File: config.mk
export PLATFORM = sky130hd
export DESIGN_NAME = fab_gpio_apb
export DESIGN_NICKNAME = d
export VERILOG_FILES = /design/src/rtl/fab_gpio_apb.sv
export SDC_FILE = /design/constraint.sdc
export NUM_CORES = 1
export LEC_CHECK = 0
export CAP_MARGIN = 20
export CORE_MARGIN = 10
export CORE_UTILIZATION = 53
export CTS_CLUSTER_DIAMETER = 100
export DETAILED_ROUTE_END_ITERATION = 7
export GPL_TIMING_DRIVEN = 1
export HOLD_SLACK_MARGIN = 0.02
export PLACE_DENSITY = 0.85
export SLEW_MARGIN = 25
export SYNTH_ARGS = -nofsm -noshare
export SYNTH_HDL_FRONTEND = slang
export SYNTH_SLANG_ARGS = --single-unit
File: constraint.sdc
create_clock -name FIC_0_CLK -period 7 [get_ports FIC_0_CLK]
set_input_delay 2.1 -clock FIC_0_CLK [delete_from_list [all_inputs] [get_ports FIC_0_CLK]]
set_output_delay 2.1 -clock FIC_0_CLK [all_outputs]
set_load 0.01 [all_outputs]
File: src/rtl/fab_gpio_apb.sv
// Fabric GPIO controller with APB3 slave: per-channel input synchroniser, output/OE
// registers, level/edge interrupt with sticky W1C status, and one registered INT line.
module fab_gpio_apb #(
    parameter int GPIO_WIDTH  = 8,
    parameter int SYNC_STAGES = 2
) (
    input  logic                  FIC_0_CLK,
    input  logic                  FAB_RESET,
    input  logic [7:0]            PADDR,
    input  logic                  PSEL,
    input  logic                  PENABLE,
    input  logic                  PWRITE,
    input  logic [31:0]           PWDATA,
    output logic [31:0]           PRDATA,
    output logic                  PREADY,
    output logic                  PSLVERR,
    input  logic [GPIO_WIDTH-1:0] GPIO_IN,
    output logic [GPIO_WIDTH-1:0] GPIO_OUT,
    output logic [GPIO_WIDTH-1:0] GPIO_OE,
    output logic                  INT
);
    localparam int W = GPIO_WIDTH;

    logic [SYNC_STAGES-1:0][W-1:0] sync_reg;
    logic [W-1:0] s_d_reg;
    logic [W-1:0] data_out_reg;
    logic [W-1:0] oe_reg;
    logic [W-1:0] int_en_reg;
    logic [W-1:0] int_type_reg;
    logic [W-1:0] int_pol_reg;
    logic [W-1:0] int_both_reg;
    logic [W-1:0] int_status_reg;
    logic         int_reg;

    logic [W-1:0] s;
    logic [W-1:0] rise;
    logic [W-1:0] fall;
    logic [W-1:0] evt;
    logic [W-1:0] w1c_mask;
    logic [W-1:0] status_next;
    logic [W-1:0] rd_sel;
    logic [31:0]  rd_word;
    logic [5:0]   word_sel;
    logic         mapped;
    logic         access;
    logic         wr_en;
    logic         unused_ok;

    // Byte-lane bits and any PWDATA bits above the channel count are not used.
    assign unused_ok = ^{PADDR[1:0], PWDATA};

    assign word_sel = PADDR[7:2];
    assign mapped   = (word_sel <= 6'd8);
    assign access   = PSEL & PENABLE;
    assign wr_en    = access & PWRITE & mapped;

    assign s    = sync_reg[SYNC_STAGES-1];
    assign rise = s & ~s_d_reg;
    assign fall = ~s & s_d_reg;

    genvar gi;
    generate
        for (gi = 0; gi < W; gi++) begin : g_evt
            logic edge_hit;
            assign edge_hit = int_both_reg[gi] ? (rise[gi] | fall[gi])
                                               : (int_pol_reg[gi] ? rise[gi] : fall[gi]);
            assign evt[gi]  = int_en_reg[gi] &
                              (int_type_reg[gi] ? edge_hit : (s[gi] == int_pol_reg[gi]));
        end
    endgenerate

    // A new event in the same cycle as a W1C keeps the bit set.
    assign w1c_mask    = (wr_en && (word_sel == 6'd7)) ? PWDATA[W-1:0] : '0;
    assign status_next = (int_status_reg & ~w1c_mask) | evt;

    always_ff @(posedge FIC_0_CLK) begin
        if (FAB_RESET) begin
            sync_reg <= '0;
            s_d_reg  <= '0;
        end else begin
            if (SYNC_STAGES > 1) begin
                sync_reg <= {sync_reg[SYNC_STAGES-2:0], GPIO_IN};
            end else begin
                sync_reg <= GPIO_IN;
            end
            s_d_reg <= s;
        end
    end

    always_ff @(posedge FIC_0_CLK) begin
        if (FAB_RESET) begin
            data_out_reg   <= '0;
            oe_reg         <= '0;
            int_en_reg     <= '0;
            int_type_reg   <= '0;
            int_pol_reg    <= '0;
            int_both_reg   <= '0;
            int_status_reg <= '0;
            int_reg        <= 1'b0;
        end else begin
            if (wr_en) begin
                case (word_sel)
                    6'd1:    data_out_reg <= PWDATA[W-1:0];
                    6'd2:    oe_reg       <= PWDATA[W-1:0];
                    6'd3:    int_en_reg   <= PWDATA[W-1:0];
                    6'd4:    int_type_reg <= PWDATA[W-1:0];
                    6'd5:    int_pol_reg  <= PWDATA[W-1:0];
                    6'd6:    int_both_reg <= PWDATA[W-1:0];
                    default: ;
                endcase
            end
            int_status_reg <= status_next;
            int_reg        <= |(int_status_reg & int_en_reg);
        end
    end

    always_comb begin
        rd_sel = '0;
        case (word_sel)
            6'd0:    rd_sel = s;
            6'd1:    rd_sel = data_out_reg;
            6'd2:    rd_sel = oe_reg;
            6'd3:    rd_sel = int_en_reg;
            6'd4:    rd_sel = int_type_reg;
            6'd5:    rd_sel = int_pol_reg;
            6'd6:    rd_sel = int_both_reg;
            6'd7:    rd_sel = int_status_reg;
            6'd8:    rd_sel = int_status_reg & int_en_reg;
            default: rd_sel = '0;
        endcase
        rd_word        = '0;
        rd_word[W-1:0] = rd_sel;
    end

    assign PRDATA   = PSEL ? rd_word : 32'h0;
    assign PREADY   = 1'b1;
    assign PSLVERR  = access & ~mapped;
    assign GPIO_OUT = data_out_reg;
    assign GPIO_OE  = oe_reg;
    assign INT      = int_reg;

endmodule
### PDN straps and rails, run 1

Pins as bars on the die edge.
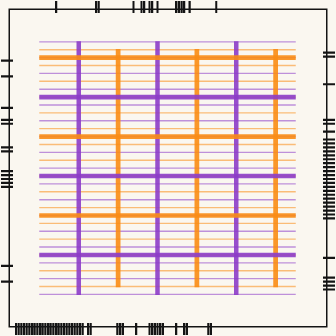
color	net
purple	VSS
orange	VDD
met4 straps	6
met5 straps	6
signal pins	104
met1 rails	33
Die Ht: 109 microns
Core Region: 7690 sq um
Peak supply drop: 0.136 mV
Die Wd: 109 microns

### Cells colored by class, run 1

Scale bar: 20 microns.
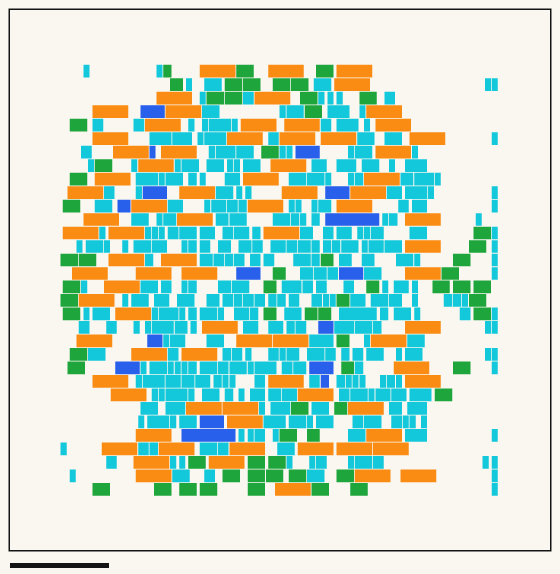
color	class	cells	share of their area
orange	sequential cells	81	34%
cyan	remaining logic cells	356	49%
green	remaining buffers and delay cells	65	13%
blue	clock drivers and dummy loads	16	4.5%
Design Area, Final: 4930 sq um
fin util: 64.2%
row count: 32
sequential cell area share: 32.9%

### Clock distribution, run 1

Scale bar: 20 microns.
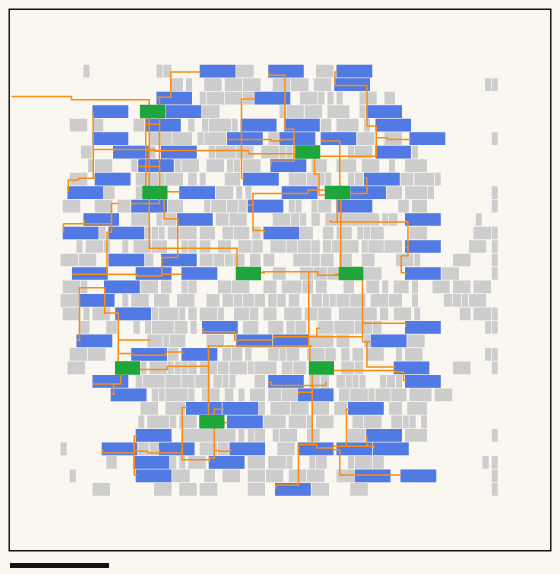
[green] clock-net drivers | count: 9
[orange] clock wires | length: 945 microns
[blue] flip-flops | count: 81
routed clock nets	10
worst clock skew: 0.0108 ns
clock share of power: 41.0%
Clk Latency, worst-skew pair: 0.36 ns
P_clk: 378 uW

### Wiring by layer, run 1

Two of the layers only.
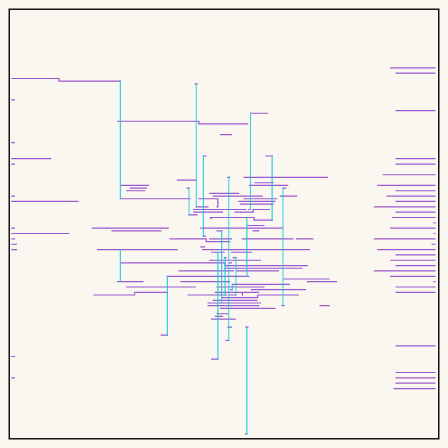
color	layer	wire length
cyan	M4	331 microns
purple	M3	1130 microns
final wirelength: 11100 microns
WL per Instance: 17.9 microns
vias post-DR: 3586

==> reports/metrics.cfg, run 1 <==
[clocking]
cts_max_level = 3
numCtsBuffers = 9
cts_resized = 0
clockRootBuffer = clkbuf_8
holdBufCountCts = 0
post_cts_buffers = 0
numClockSinks = 81
cts.clk_slew.worst_paths_ns = 0.08
clock_path_buffers = 2
cts_tree = done

[global_route]
grt_use_total_pct = 18.1
grt_pass1_wl_microns = 17000
grt_util_met3_pct = 4.48
grt_max_degree = 82
use_met2_pct = 28.6
grt_util_met1_pct = 22.9
grt.busiest_layer = met2
grt_pass1_vias = 3418
antenna_found_initial = 0
grt_overflow_total = 0

[placed_design]
gp_congestion = 0.930
port-buffer-count = 52
place_hpwl_microns = 7930
pre_cts_slack_ns = 0.260

[power]
p_sw_uw = 223
power_leakage_nw = 2.06
power_frac_seq_pct = 51.0
p_per_area_nw_per_um2 = 187
p_int_uw = 699
switching_share_pct = 24.2
p_total_uw = 921
power_frac_comb_pct = 8.0

[yosys]
edf_count = 0
syn-instance-count = 461
postSynthSeqShare_pct = 38.7
top_cells_by_area = dfxtp_1 39%, mux2i_1 13%, nor2_1 4.8%
syn_area_per_cell_sq_um = 9.08
top_cell = dfxtp_1
yosys.area.top_type_share_pct = 38.7
async_flop_share_pct = 0
syn_area_sq_um = 4190
ys_dominant_reg_cell = dfxtp_1
ys_types = 49
ys_warn_count = 0
numSynthFlops = 81
ys_cells = 461
ys_area_sq_um = 4190
top_cells_by_count = 81 x dfxtp_1, 54 x nor2_1, 53 x mux2i_1
synth_area_leader_cell = dfxtp_1

[critical_path]
critPathLaunchType = primary input
worstPathMaxFanout = 10
cp.required_ns = 4.90
rrSetupSlack_ns = 5.60
worst_setup_path_end_kind = output port
cp.arrival_ns = 4.67
worstSetupPathType = primary input to output port

[detailed_routing]
drtIter0Drc = 366
drtAntennaViolNets = 0
firstDrtPassIters = 6
vias_per_cell = 5.78
drc_errors = 0

[hold_path]
min_path_type = flip-flop to flip-flop

[run]
warning_count = 60
cap_viol_max_count = 0

[final_timing]
fin_ws_ns = 0.229
rsz0062_at_grt = false
worst_pin_slew_ns = 0.814
slew_headroom_pct = 45.8
drv_slew = 0
finalSetupViolCount = 0
hold_viol = 0
max_clock_freq_mhz = 148
fin_crit_sh_pct = 96.7
min_period_ns = 6.77
fin_tns_setup_ns = 0

[cells_and_area]
combGateArea_sq_um = 2260
antenna_cells = 0
fillers = 626
nNetsFinal = 582
drive_above_1_share_pct = 8.69
regArea_sq_um = 1620
area_delta_synth_final_pct = 17.8

[die]
initCoreUtil_pct = 54.5
pin_count = 104
die-area_sq_um = 11900

[run_status]
status = complete, no violations

-- run 1: worst paths after layout --
check / start / to / depth (start not counted)
min reg2reg: sync_reg[0]$_SDFF_PP0_ / s[0]$_SDFF_PP0_ / 1
min: sync_reg[0]$_SDFF_PP0_ / s[0]$_SDFF_PP0_ / 1
max reg2reg: s[1]$_SDFF_PP0_ / int_status_reg[1]$_SDFF_PP0_ / 5
max: PADDR[7] / PRDATA[7] / 6
-- run 1: power by group through the flow --
stage / clock network (mW) / logic [mW] / registers [mW]
floorplan: 0 / 0.0522 / 0.480
global route: 0.399 / 0.0795 / 0.471
global placement: 0 / 0.0694 / 0.481
detailed placement: 0 / 0.0716 / 0.481
finish: 0.378 / 0.0735 / 0.470
CTS: 0.381 / 0.0719 / 0.470
-- run 1: cells in the final DEF (no fill, tap or decap), types with 9 or more instances in the layout --
master,instances
dfxtp_1,81
nor2_1,54
mux2i_1,53
clkdlybuf4s50_1,51
inv_1,26
nand2_1,26
conb_1,25
nor2b_1,18
a31oi_1,16
ha_1,16
o21ai_0,13
buf_4,13
a22oi_1,11
a21oi_1,10
nand3b_1,9
clkbuf_8,9
-- run 1: kinds of logic after synthesis --
logic type | share of synthesized area [%]
adders and majority gates | 4.78
buffers and inverters | 9.47
muxes | 14.8
AOI/OAI and AO/OA | 12.1
and+or+nand+nor | 18.3
other | 0.179
xor gates and xnor gates | 1.67
DFF | 38.7
-- run 1: metrics by stage --
step | area, sq um | instances | util (%) | hold slack [ns]
6_report | 4930 | 620 | 64.2 | 0.443
5_1_grt | 4930 | 620 | 64.2 | 0.460
4_1_cts | 4930 | 620 | 64.2 | 0.442
3_5_place_dp | 4720 | 604 | 61.3 | 0.424
3_3_place_gp | 4720 | 604 | 61.3 | 0.418
2_1_floorplan | 4270 | 484 | - | 0.414
-- run 1: critical path, cell delays in order --
cell and delay, ns:
clkdlybuf4s50_1 0.60, or4b_1 0.68, nor2_4 0.26, a22oi_1 0.13, a31oi_1 0.28, clkdlybuf4s50_1 0.60
-- run 1: area by class of cell --
| type | instances | area share (%) |
|---|---|---|
| well taps | 102 | 2.59 |
| flip-flops and latches | 81 | 32.9 |
| multi-input cells | 330 | 45.7 |
| clock inverters | 6 | 1.83 |
| inverters | 26 | 1.98 |
| clock buffers | 10 | 2.59 |
| repair buffers | 65 | 12.4 |
-- run 1: routing by layer --
metal  up-vias  wire length [microns]
met2       206                   5120
met4         0                    331
met3        37                   1130
met5         -                      0
met1      1676                   4540
li1       1667                      -
==> inputs of run 2 (changes only) <==
CAP_MARGIN = 40   (was 20)
CORE_UTILIZATION = 50   (was 53)
PLACE_DENSITY = 0.81   (was 0.85)
clock period = 7.7 ns   (was 7 ns; I/O delays follow)
### Clock distribution, run 2

Scale bar: 20 microns.
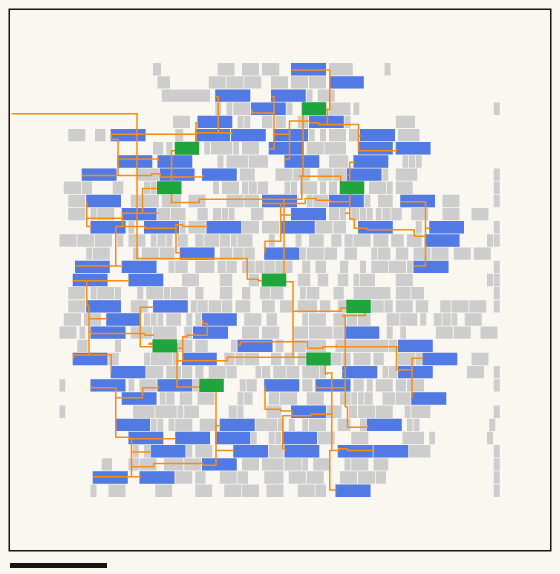
[green] clock-net drivers | count: 9
[orange] clock wires | length: 953 microns
[blue] flip-flops | count: 81
routed clock nets	10
P_clk: 320 uW
clock share of power: 39.2%
worst clock skew: 0.00875 ns

==> reports/metrics.cfg, run 2 <==
[critical_path]
critPathLaunchType = primary input
crit_chain = clkdlybuf4s50_1 -> buf_4 -> nor2b_1 -> a32o_1 -> a221oi_1 -> a31oi_1 -> clkdlybuf4s50_1
critPathSlowestCell = clkdlybuf4s50_1
cp.required_ns = 5.39
r2r_end = int_status_reg[7]$_SDFF_PP0_
worst_setup_path_end_kind = output port
worstPathMaxFanout = 8
reg2reg_from = s[7]$_SDFF_PP0_
cpMostUsedCell = clkdlybuf4s50_1
cp-endpoint = PRDATA[7]
max_stage_delay_ns = 0.75
rrSetupSlack_ns = 6.30
cp-startpoint = PADDR[4]
reg2reg_depth = 5
cp.arrival_ns = 5.00
worstSetupPathType = primary input to output port

[placed_design]
postPlaceCellArea_sq_um = 4700
gp_congestion = 0.891
port-buffer-count = 52
pre_cts_slack_ns = 0.504
place_hpwl_microns = 7550

[detailed_routing]
drtIter0Drc = 430
drc_errors = 0
wirelength_microns = 11000
vias_per_cell = 5.83
drtAntennaViolNets = 0
firstDrtPassIters = 5
wl_per_cell_microns = 17.6
num_vias = 3619

[global_route]
grt_util_met1_pct = 22.0
grt_max_degree = 82
use_met2_pct = 26.9
antenna_found_initial = 0
grt_pass1_vias = 3473
grt_pass1_wl_microns = 18000
grt.busiest_layer = met2
grt_overflow_total = 0
grt_use_total_pct = 17.2
grt_util_met3_pct = 5.37

[die]
die_x_microns = 112
fp.dieH_microns = 112
rows = 33
die-area_sq_um = 12400
initCoreUtil_pct = 51.2
design.core.area_sq_um = 8180
pin_count = 104

[yosys]
ys_types = 49
ys_warn_count = 0
ys_area_sq_um = 4190
ys_dominant_reg_cell = dfxtp_1
syn-instance-count = 461
ys_cells = 461
edf_count = 0
top_cells_by_area = dfxtp_1 39%, mux2i_1 13%, nor2_1 4.8%
top_cells_by_count = 81 x dfxtp_1, 54 x nor2_1, 53 x mux2i_1
syn_area_per_cell_sq_um = 9.08
top_cell = dfxtp_1
async_flop_share_pct = 0
postSynthSeqShare_pct = 38.7
numSynthFlops = 81
syn_area_sq_um = 4190
synth_area_leader_cell = dfxtp_1
yosys.area.top_type_share_pct = 38.7

[run]
cap_viol_max_count = 0
warning_count = 60

[final_timing]
finalSetupViolCount = 0
worst_pin_slew_ns = 0.818
rsz0062_at_grt = false
fin_ws_ns = 0.389
hold_viol = 0
fin_tns_setup_ns = 0
max_clock_freq_mhz = 137
drv_slew = 0
fin_crit_sh_pct = 94.9
slew_headroom_pct = 45.3
min_period_ns = 7.31

[hold_path]
min-delay-start = sync_reg[0]$_SDFF_PP0_
min_path_type = flip-flop to flip-flop

[power]
peakVddDrop_mv = 0.0871
p_per_area_nw_per_um2 = 165
power_leakage_nw = 2.05

[cells_and_area]
lay_top_cells = 81 x dfxtp_1, 54 x nor2_1, 53 x mux2i_1
final_common_cell = dfxtp_1
drive_above_1_share_pct = 8.33
nNetsFinal = 580
area_delta_synth_final_pct = 17.7
fin_area_sq_um = 4930
antenna_cells = 0
fillers = 699

[clocking]
cts.clk_slew.worst_paths_ns = 0.07
clock_path_buffers = 2
clk_latency_ns = 0.36
post_cts_buffers = 0
cts_tree = done
cts_resized = 0
holdBufCountCts = 0
clockRootBuffer = clkbuf_8
cts_max_level = 3

[run_status]
status = complete, no violations

### The clock network, run 2

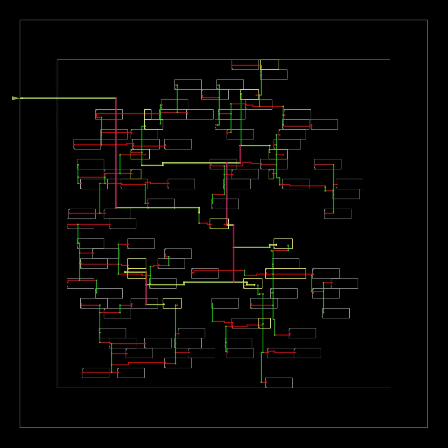
total CTS buffers: 9
flip-flops: 81
clk sink count: 81

run 2: cell type report:
class / count / area, sq um / area share, %
Multi-Input combinational cell: 330 / 2260 / 45.7
Sequential cell: 81 / 1620 / 32.9
Timing Repair Buffer: 63 / 618 / 12.5
Clock buffer: 12 / 155 / 3.15
Tap cell: 105 / 131 / 2.66
Inverter: 26 / 97.6 / 1.98
Clock inverter: 4 / 51.3 / 1.04
run 2: cells by family after synthesis:
logic type / count (synthesis) / share of synthesized area (%)
multiplexers: 61 / 14.8
flip-flops: 81 / 38.7
AND/OR/NAND/NOR: 146 / 18.3
buffers and inverters: 73 / 9.47
AND-OR/OR-AND: 74 / 12.1
XOR/XNOR: 8 / 1.67
other: 2 / 0.179
adder cells (fa/ha/maj): 16 / 4.78
run 2: routing by layer:
layer	up-vias	routed length [microns]
met5	-	0
met4	0	224
met3	29	1180
met2	204	5000
met1	1713	4560
li1	1673	-
run 2: worst max-delay path, delay by kind of cell:
kind | cells | cell delay (ns)
AOI/OAI and AO/OA | 3 | 0.56
buffers and inverters | 3 | 1.59
and+or+nand+nor | 1 | 0.53
run 2: power by group:
group	total, mW	switching, mW	internal (mW)
Clock	0.320	0.152	0.168
Sequential	0.427	0.00341	0.424
Combinational	0.0683	0.0396	0.0287
Total	0.816	0.195	0.620
run 2: how the worst min path moves through the flow:
stage          slack (ns)         endpoint  cells past startpoint
2_1_floorplan        0.41  s[0]$_SDFF_PP0_                      1
3_3_place_gp         0.42  s[1]$_SDFF_PP0_                      1
3_5_place_dp         0.43  s[4]$_SDFF_PP0_                      1
4_1_cts              0.45  s[0]$_SDFF_PP0_                      1
5_1_grt              0.46  s[2]$_SDFF_PP0_                      1
6_report             0.44  s[0]$_SDFF_PP0_                      1
run 2: metrics by stage:
stage	std cells	util [%]	power [mW]	hold slack [ns]
final	621	60.3	0.816	0.444
after global routing	621	60.3	0.845	0.461
after CTS	620	60.0	0.818	0.449
after detailed placement	604	57.5	0.502	0.428
after global placement	604	57.5	0.500	0.416
after floorplan	484	-	0.484	0.414
==> inputs of run 3 (changes only) <==
CORE_UTILIZATION = 45   (was 50)
PLACE_DENSITY = 0.77   (was 0.81)
SKIP_CTS_REPAIR_TIMING = 1   (was unset)
clock period = 6.5 ns   (was 7.7 ns; I/O delays follow)
### Clock distribution, run 3

Scale bar: 20 microns.
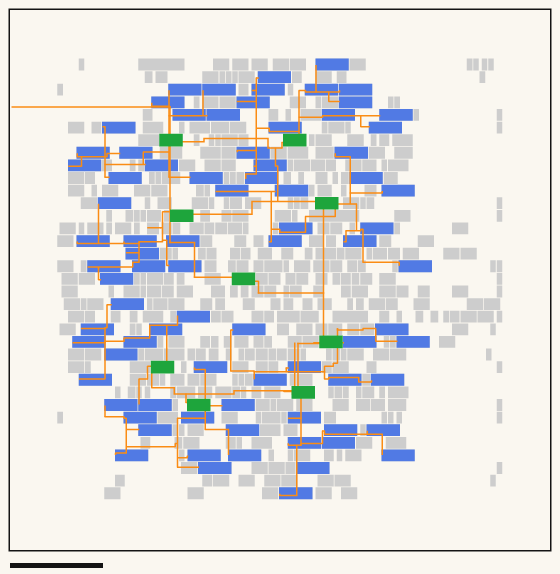
[orange] clock wires | length: 944 microns
[green] clock-net drivers | count: 9
[blue] flip-flops | count: 81
routed clock nets	10
clock share of power: 39.1%
P_clk: 378 uW
worst clock skew: 0.00423 ns

==> reports/metrics.cfg, run 3 <==
[yosys]
synth.area.mux_share_pct = 14.8
top_cell = dfxtp_1
top_cells_by_area = dfxtp_1 39%, mux2i_1 13%, nor2_1 4.8%
ys_dominant_reg_cell = dfxtp_1
ys_cells = 461
synth_area_leader_cell = dfxtp_1
ys_types = 49
async_flop_share_pct = 0
syn_area_per_cell_sq_um = 9.08
synth.cellmix.compoundShare_pct = 12.1
numSynthFlops = 81
postSynthSeqShare_pct = 38.7
edf_count = 0
top_cells_by_count = 81 x dfxtp_1, 54 x nor2_1, 53 x mux2i_1
ys_warn_count = 0
syn-instance-count = 461
syn_area_sq_um = 4190
synth_xor_xnor_area_share_pct = 1.67
synthTopLogicFamily = simple AND/OR/NAND/NOR gates
ys_area_sq_um = 4190
yosys.area.top_type_share_pct = 38.7
synthAdderAreaFrac_pct = 4.78
ys_sh_simple_pct = 18.3

[global_route]
grt_max_degree = 82
grt_pass1_vias = 3390
grt_use_total_pct = 16.0
antenna_found_initial = 0
grt_pass1_wl_microns = 17200
grt_overflow_total = 0

[power]
power_leakage_nw = 2.09
p_per_area_nw_per_um2 = 193
peakVddDrop_mv = 0.101
p_total_uw = 966

[critical_path]
worstPathMaxFanout = 16
worstSetupPathType = primary input to output port
cp.arrival_ns = 4.37
worst_setup_path_end_kind = output port
cp.required_ns = 4.55
critPathLaunchType = primary input

[final_timing]
worst_pin_slew_ns = 0.774
drv_slew = 0
rsz0062_at_grt = false
slew_headroom_pct = 48.2
min_period_ns = 6.32
max_clock_freq_mhz = 158
hold_viol = 0
finalSetupViolCount = 0
fin_tns_setup_ns = 0
fin_crit_sh_pct = 97.2

[cells_and_area]
antenna_cells = 0
nNetsFinal = 589
regArea_sq_um = 1620
drive_above_1_share_pct = 10.1
final_common_cell = dfxtp_1
instances_no_fill = 636
area_delta_synth_final_pct = 19.5
combGateArea_sq_um = 2260
fillers = 818
lay_top_cells = 81 x dfxtp_1, 54 x nor2_1, 53 x mux2i_1

[clocking]
numClockSinks = 81
cts_tree = done
clk_latency_ns = 0.36
cts_max_level = 3
clock_path_buffers = 2
cts.clk_slew.worst_paths_ns = 0.08
numCtsBuffers = 9
clockRootBuffer = clkbuf_8

[run_status]
status = complete, no violations

[placed_design]
place_hpwl_microns = 7780
gp_congestion = 0.895
dp_cells = 619
port-buffer-count = 52

[detailed_routing]
drc_errors = 0
wl_per_cell_microns = 17.2
firstDrtPassIters = 5
vias_per_cell = 5.64
num_vias = 3586
drtAntennaViolNets = 0
drtIter0Drc = 353
wirelength_microns = 10900

[die]
design.core.area_sq_um = 9150
initCoreUtil_pct = 45.8
rows = 35
die_x_microns = 116
pin_count = 104
fp.dieH_microns = 116
die-area_sq_um = 13600

[hold_path]
min_path_type = flip-flop to flip-flop

[run]
warning_count = 60
cap_viol_max_count = 0

### The clock network, run 3

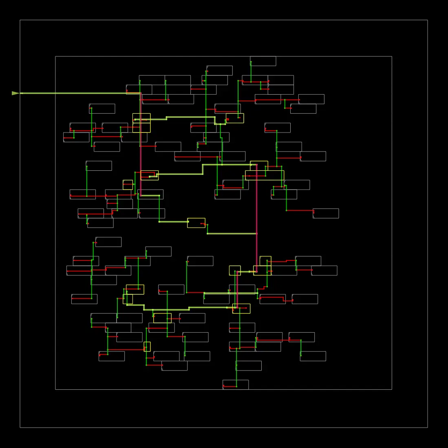
CLK BUF: 10

==> run 3: final cells by class <==
cell class                      instances  share of cell area [%]
Timing Repair Buffer                   72                    13.7
Clock buffer                           10                    2.75
Inverter                               26                    1.95
Tap cell                              111                    2.77
Sequential cell                        81                    32.4
Multi-Input combinational cell        330                    45.1
Clock inverter                          6                    1.35
==> run 3: path summary, 6_finish.rpt <==
kind / from / end / slack (ns) / depth (start not counted)
max reg2reg: s[2]$_SDFF_PP0_ / int_status_reg[2]$_SDFF_PP0_ / 5.15 / 5
min: sync_reg[1]$_SDFF_PP0_ / s[1]$_SDFF_PP0_ / 0.44 / 1
min reg2reg: sync_reg[1]$_SDFF_PP0_ / s[1]$_SDFF_PP0_ / 0.44 / 1
max: PADDR[2] / PRDATA[0] / 0.18 / 7
==> run 3: stage by stage <==
stage                     area [sq um]  utilization, %  setup slack (ns)  hold WS [ns]
final                             5000            54.7             0.179         0.439
after global placement            4770            52.1             0.258         0.417
after global routing              5000            54.7            0.0650         0.457
after floorplan                   4270               -              1.30         0.414
after detailed placement          4770            52.1             0.210         0.425
after CTS                         4980            54.4             0.207         0.444
==> run 3: worst max-delay path, cell delays in order <==
cell and delay [ns]:
clkdlybuf4s50_1 0.48, buf_4 0.25, nor4_4 0.48, and3_1 0.24, o21ai_0 0.07, a31oi_1 0.29
clkdlybuf4s50_1 0.60
==> run 3: logic make-up (layout without fill, tap and decap cells) <==
| family | count (synthesis) | count (layout) |
|---|---|---|
| buf+inv | 73 | 114 |
| mux | 61 | 61 |
| compound gates | 74 | 74 |
| xor+xnor | 8 | 8 |
| fa+ha+maj | 16 | 16 |
| flops | 81 | 81 |
| other cells | 2 | 25 |
| simple gates | 146 | 146 |
==> run 3: routing by layer <==
| layer | track usage [%] | up-vias | wire, microns |
|---|---|---|---|
| met5 | 0 | - | 0 |
| li1 | - | 1694 | - |
| met2 | 25.8 | 185 | 5020 |
| met4 | 5.00 | 0 | 188 |
| met3 | 4.26 | 26 | 1050 |
| met1 | 20.3 | 1681 | 4670 |
==> run 3: where the power goes <==
group	total [mW]	leakage [nW]	internal, mW	switching [mW]
combinational	0.0825	1.34	0.0356	0.0469
clock	0.378	0.0985	0.188	0.189
sequential	0.506	0.656	0.502	0.00400
No activity file was given, so power comes from the tool's default toggle rates.
